===== config.mk =====
export PLATFORM = sky130hd
export DESIGN_NAME = ps2_host_tx
export DESIGN_NICKNAME = d
export VERILOG_FILES = /design/src/rtl/ps2_host_tx.sv
export SDC_FILE = /design/constraint.sdc
export NUM_CORES = 1
export LEC_CHECK = 0
export ABC_AREA = 1
export CAP_MARGIN = 20
export CORE_MARGIN = 2
export CORE_UTILIZATION = 35
export DETAILED_ROUTE_END_ITERATION = 8
export MAX_ROUTING_LAYER = met4
export PLACE_DENSITY = 0.47
export SYNTH_ARGS = -nofsm -noshare
export SYNTH_HDL_FRONTEND = slang
export SYNTH_SLANG_ARGS = --single-unit

===== constraint.sdc =====
create_clock -name CLOCK_50 -period 1.63 [get_ports CLOCK_50]
set_input_delay 0.2445 -clock CLOCK_50 [delete_from_list [all_inputs] [get_ports CLOCK_50]]
set_output_delay 0.2445 -clock CLOCK_50 [all_outputs]
set_load 0.02 [all_outputs]

===== src/rtl/ps2_host_tx.sv =====
// PS/2 host-to-device transmitter: inhibits the bus, sends one command byte
// with odd parity and stop bit, then checks the device ACK.
module ps2_host_tx #(
  parameter int INHIBIT_CYCLES = 6000,
  parameter int FILTER_LEN     = 8,
  parameter int TIMEOUT_CYCLES = 750000
) (
  input  logic       CLOCK_50,
  input  logic       reset,
  input  logic [7:0] tx_data,
  input  logic       tx_valid,
  output logic       tx_ready,
  input  logic       PS2_CLK,
  input  logic       PS2_DAT,
  output logic       ps2_clk_oe,
  output logic       ps2_dat_oe,
  output logic       tx_done,
  output logic       tx_error
);

  localparam int INH_W = $clog2(INHIBIT_CYCLES + 1);
  localparam int TO_W  = $clog2(TIMEOUT_CYCLES + 1);

  typedef enum logic [2:0] {
    IDLE,
    INHIBIT,
    SEND,
    ACK,
    WAIT_IDLE
  } state_t;

  state_t state, state_n;

  logic                  clk_meta, clk_sync, dat_meta, dat_sync;
  logic [FILTER_LEN-1:0] clk_hist;
  logic                  clk_filt;
  logic                  fall;

  logic [9:0]       shift_reg;
  logic [3:0]       bit_cnt;
  logic [INH_W-1:0] inh_cnt;
  logic [TO_W-1:0]  to_cnt;

  logic clk_oe_n, dat_oe_n, done_n, err_n;
  logic accept, inh_done, timeout, in_frame;

  // Filtered clock only moves once every sample in the history agrees;
  // fall fires in the cycle the all-low history is seen, so DAT updates on the next edge.
  assign fall     = clk_filt && (clk_hist == '0);
  assign tx_ready = (state == IDLE);
  assign accept   = tx_valid && tx_ready;
  assign inh_done = (inh_cnt == INH_W'(INHIBIT_CYCLES - 1));
  assign timeout  = (to_cnt == TO_W'(TIMEOUT_CYCLES - 1));
  assign in_frame = (state == SEND) || (state == ACK) || (state == WAIT_IDLE);

  always_ff @(posedge CLOCK_50) begin
    if (reset) begin
      clk_meta <= 1'b1;
      clk_sync <= 1'b1;
      dat_meta <= 1'b1;
      dat_sync <= 1'b1;
      clk_hist <= '1;
      clk_filt <= 1'b1;
    end else begin
      clk_meta <= PS2_CLK;
      clk_sync <= clk_meta;
      dat_meta <= PS2_DAT;
      dat_sync <= dat_meta;
      clk_hist <= {clk_hist[FILTER_LEN-2:0], clk_sync};
      if (clk_hist == '0)
        clk_filt <= 1'b0;
      else if (&clk_hist)
        clk_filt <= 1'b1;
    end
  end

  always_ff @(posedge CLOCK_50) begin
    if (reset) begin
      state      <= IDLE;
      ps2_clk_oe <= 1'b0;
      ps2_dat_oe <= 1'b0;
      tx_done    <= 1'b0;
      tx_error   <= 1'b0;
      shift_reg  <= '0;
      bit_cnt    <= '0;
      inh_cnt    <= '0;
      to_cnt     <= '0;
    end else begin
      state      <= state_n;
      ps2_clk_oe <= clk_oe_n;
      ps2_dat_oe <= dat_oe_n;
      tx_done    <= done_n;
      tx_error   <= err_n;
      if (accept) begin
        shift_reg <= {1'b1, ~^tx_data, tx_data};
        inh_cnt   <= '0;
      end else if (state == INHIBIT) begin
        inh_cnt <= inh_cnt + 1'b1;
      end
      if (state == INHIBIT && inh_done) begin
        bit_cnt <= '0;
        to_cnt  <= '0;
      end else if (in_frame) begin
        to_cnt <= to_cnt + 1'b1;
        if (state == SEND && fall && !timeout)
          bit_cnt <= bit_cnt + 1'b1;
      end
    end
  end

  always_comb begin
    state_n  = state;
    clk_oe_n = 1'b0;
    dat_oe_n = ps2_dat_oe;
    done_n   = 1'b0;
    err_n    = 1'b0;
    case (state)
      IDLE: begin
        dat_oe_n = 1'b0;
        if (accept) begin
          state_n  = INHIBIT;
          clk_oe_n = 1'b1;
        end
      end
      INHIBIT: begin
        clk_oe_n = 1'b1;
        dat_oe_n = 1'b0;
        // Start bit goes out in the same cycle CLK is released.
        if (inh_done) begin
          clk_oe_n = 1'b0;
          dat_oe_n = 1'b1;
          state_n  = SEND;
        end
      end
      SEND: begin
        if (fall) begin
          dat_oe_n = ~shift_reg[bit_cnt];
          if (bit_cnt == 4'd9)
            state_n = ACK;
        end
      end
      ACK: begin
        if (fall) begin
          if (!dat_sync) begin
            state_n = WAIT_IDLE;
          end else begin
            state_n  = IDLE;
            dat_oe_n = 1'b0;
            err_n    = 1'b1;
          end
        end
      end
      WAIT_IDLE: begin
        if (clk_filt && dat_sync) begin
          state_n  = IDLE;
          dat_oe_n = 1'b0;
          done_n   = 1'b1;
        end
      end
      default: state_n = IDLE;
    endcase
    // Timeout overrides any same-cycle fall or completion.
    if (in_frame && timeout) begin
      state_n  = IDLE;
      clk_oe_n = 1'b0;
      dat_oe_n = 1'b0;
      done_n   = 1'b0;
      err_n    = 1'b1;
    end
  end

endmodule


### Routed clock nets over the placement

Bar = 20 microns.
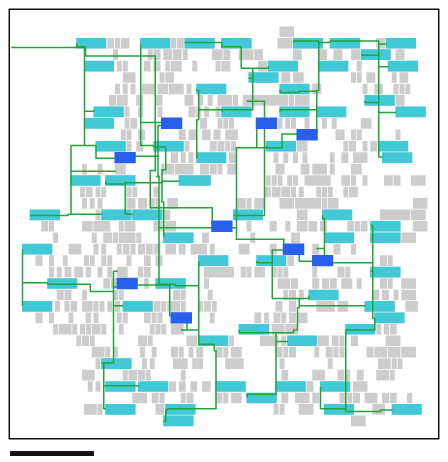
legend:
  blue:
    item: cells driving clock nets
    count: 9
  cyan:
    item: flip-flops
    count: 67
  green:
    item: clock wires
    length: 1,000 microns
routed clock nets: 10
flops lie: all over the die
P_clk: 0.00142 W
skew final: 0.00757 ns
Clock power frac: 30.7%
clock latency on the worst-skew pair: 0.34 ns

### Sequential cells grouped by signal name

Other sequential cells in the stronger gray, the rest of the logic in the fainter gray.
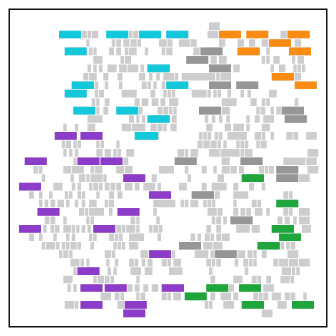
legend:
  green:
    name_in_the_netlist: `shift_reg`
    sequential_cells: 10
    where: bottom right
  purple:
    name_in_the_netlist: `to_cnt`
    sequential_cells: 20
  orange:
    name_in_the_netlist: `clk_hist`
    sequential_cells: 8
    where: top right
  cyan:
    name_in_the_netlist: `inh_cnt`
    sequential_cells: 13
not colored: 16

### Pin map

Pins as bars across the die edge, other pins in gray.
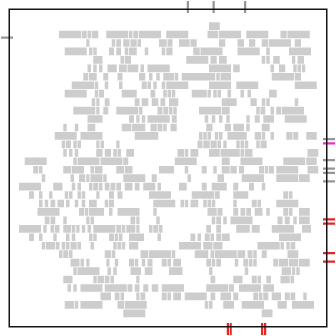
legend:
  magenta:
    port: `tx_valid`
    pins: 1
    direction: input
    edge: right
  red:
    port: `tx_data`
    pins: 8
    direction: input
    edge: 4 right, 4 bottom

### Signal wires by layer

Bar = 20 microns.
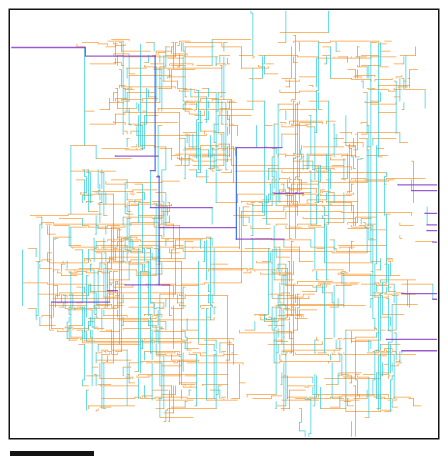
legend:
  cyan:
    layer: met2
    wire_length: 3,410 microns
  purple:
    layer: met3
    wire_length: 188 microns
  blue:
    layer: met4
    wire_length: 74.7 microns
  orange:
    layer: met1
    wire_length: 3,660 microns
Detailed Route WL: 7.34 mm
global-route usage over all layers: 15.8%
via count: 2,970
Wirelength per Cell: 11.3 microns

### Clock wiring as the flow saved it

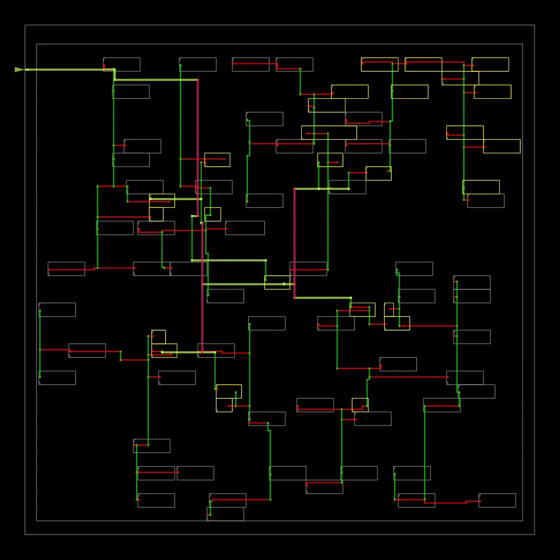
seq_cells: 67
# clk buffers: 9
CTS sink count: 67
Num CTS Buffers: 9

==> impl_metrics.yaml <==
# flow metrics
synth:
  synth_area_leader_cell: "dfxtp_1"
  synth_warnings: 0
  ys_seq_share_pct: 40.1
  syn-num-nets: 489
  async_flop_share_pct: 0
layout:
  fill_cells: 997
  final_cells: 651
  largest_class: "combinational gates"
  mostFrequentLayoutCell: "nand2_1"
  most-common-layout-cells: "112 x nand2_1, 66 x dfxtp_1, 53 x nor2_1"
  seq_area_sq_um: 1340
  fin_nets: 534
  inv_count: 49
  nonClkBufAreaFrac_pct: 9.59
  comb_share_pct: 43.8
placed_design:
  port_buffers: 17
  place_inst: 633
pwr:
  combinationalPower_w: 0.00132
  power_w: 0.00462
  power_sequential_w: 0.00189
clock_tree:
  root_buffer: "clkbuf_8"
  postCtsSetupBuffers: 0
  htree_levels: 3
  cts.clk_slew.worst_paths_ns: 0.08
global_route:
  grt_pass1_vias: 2793
  grt_max_degree: 19
  use_met2_pct: 25.0
  grtUsageMet3_pct: 3.59
  met1_usage_pct: 19.9
drt:
  drc: 0
  via_per_inst: 4.56
  drt_iter0_markers: 85
  firstDrtPassIters: 4
  wl_met3_microns: 188
  dr_wl_met2_mm: 3.41
final_timing:
  worst_slack_ns: 0.0696
  hold_viol: 0
  worst_slew_pin_slew_ns: 0.310
  rsz0062_at_grt: "no"
  slew_viol_final: 0
  whs_ns: 0.414
floorplan:
  coreArea_sq_um: 9240
  io_pins: 18
  tap_cells: 129
  die_h_microns: 102
  chipArea_sq_um: 10400
worst_setup_path:
  critPathSlowestCell: "clkdlybuf4s50_1"
  start_kind: "register"
  end_kind: "output pin"
  cpLargestDelayFamily: "buffers and inverters"
  critPathBufInv: 1
  cp_data_arrival_time_ns: 1.32
  reg2reg_depth: 7
status:
  outcome: "finished clean"
Power figures rest on the tool's default switching activity, not on a simulated workload.
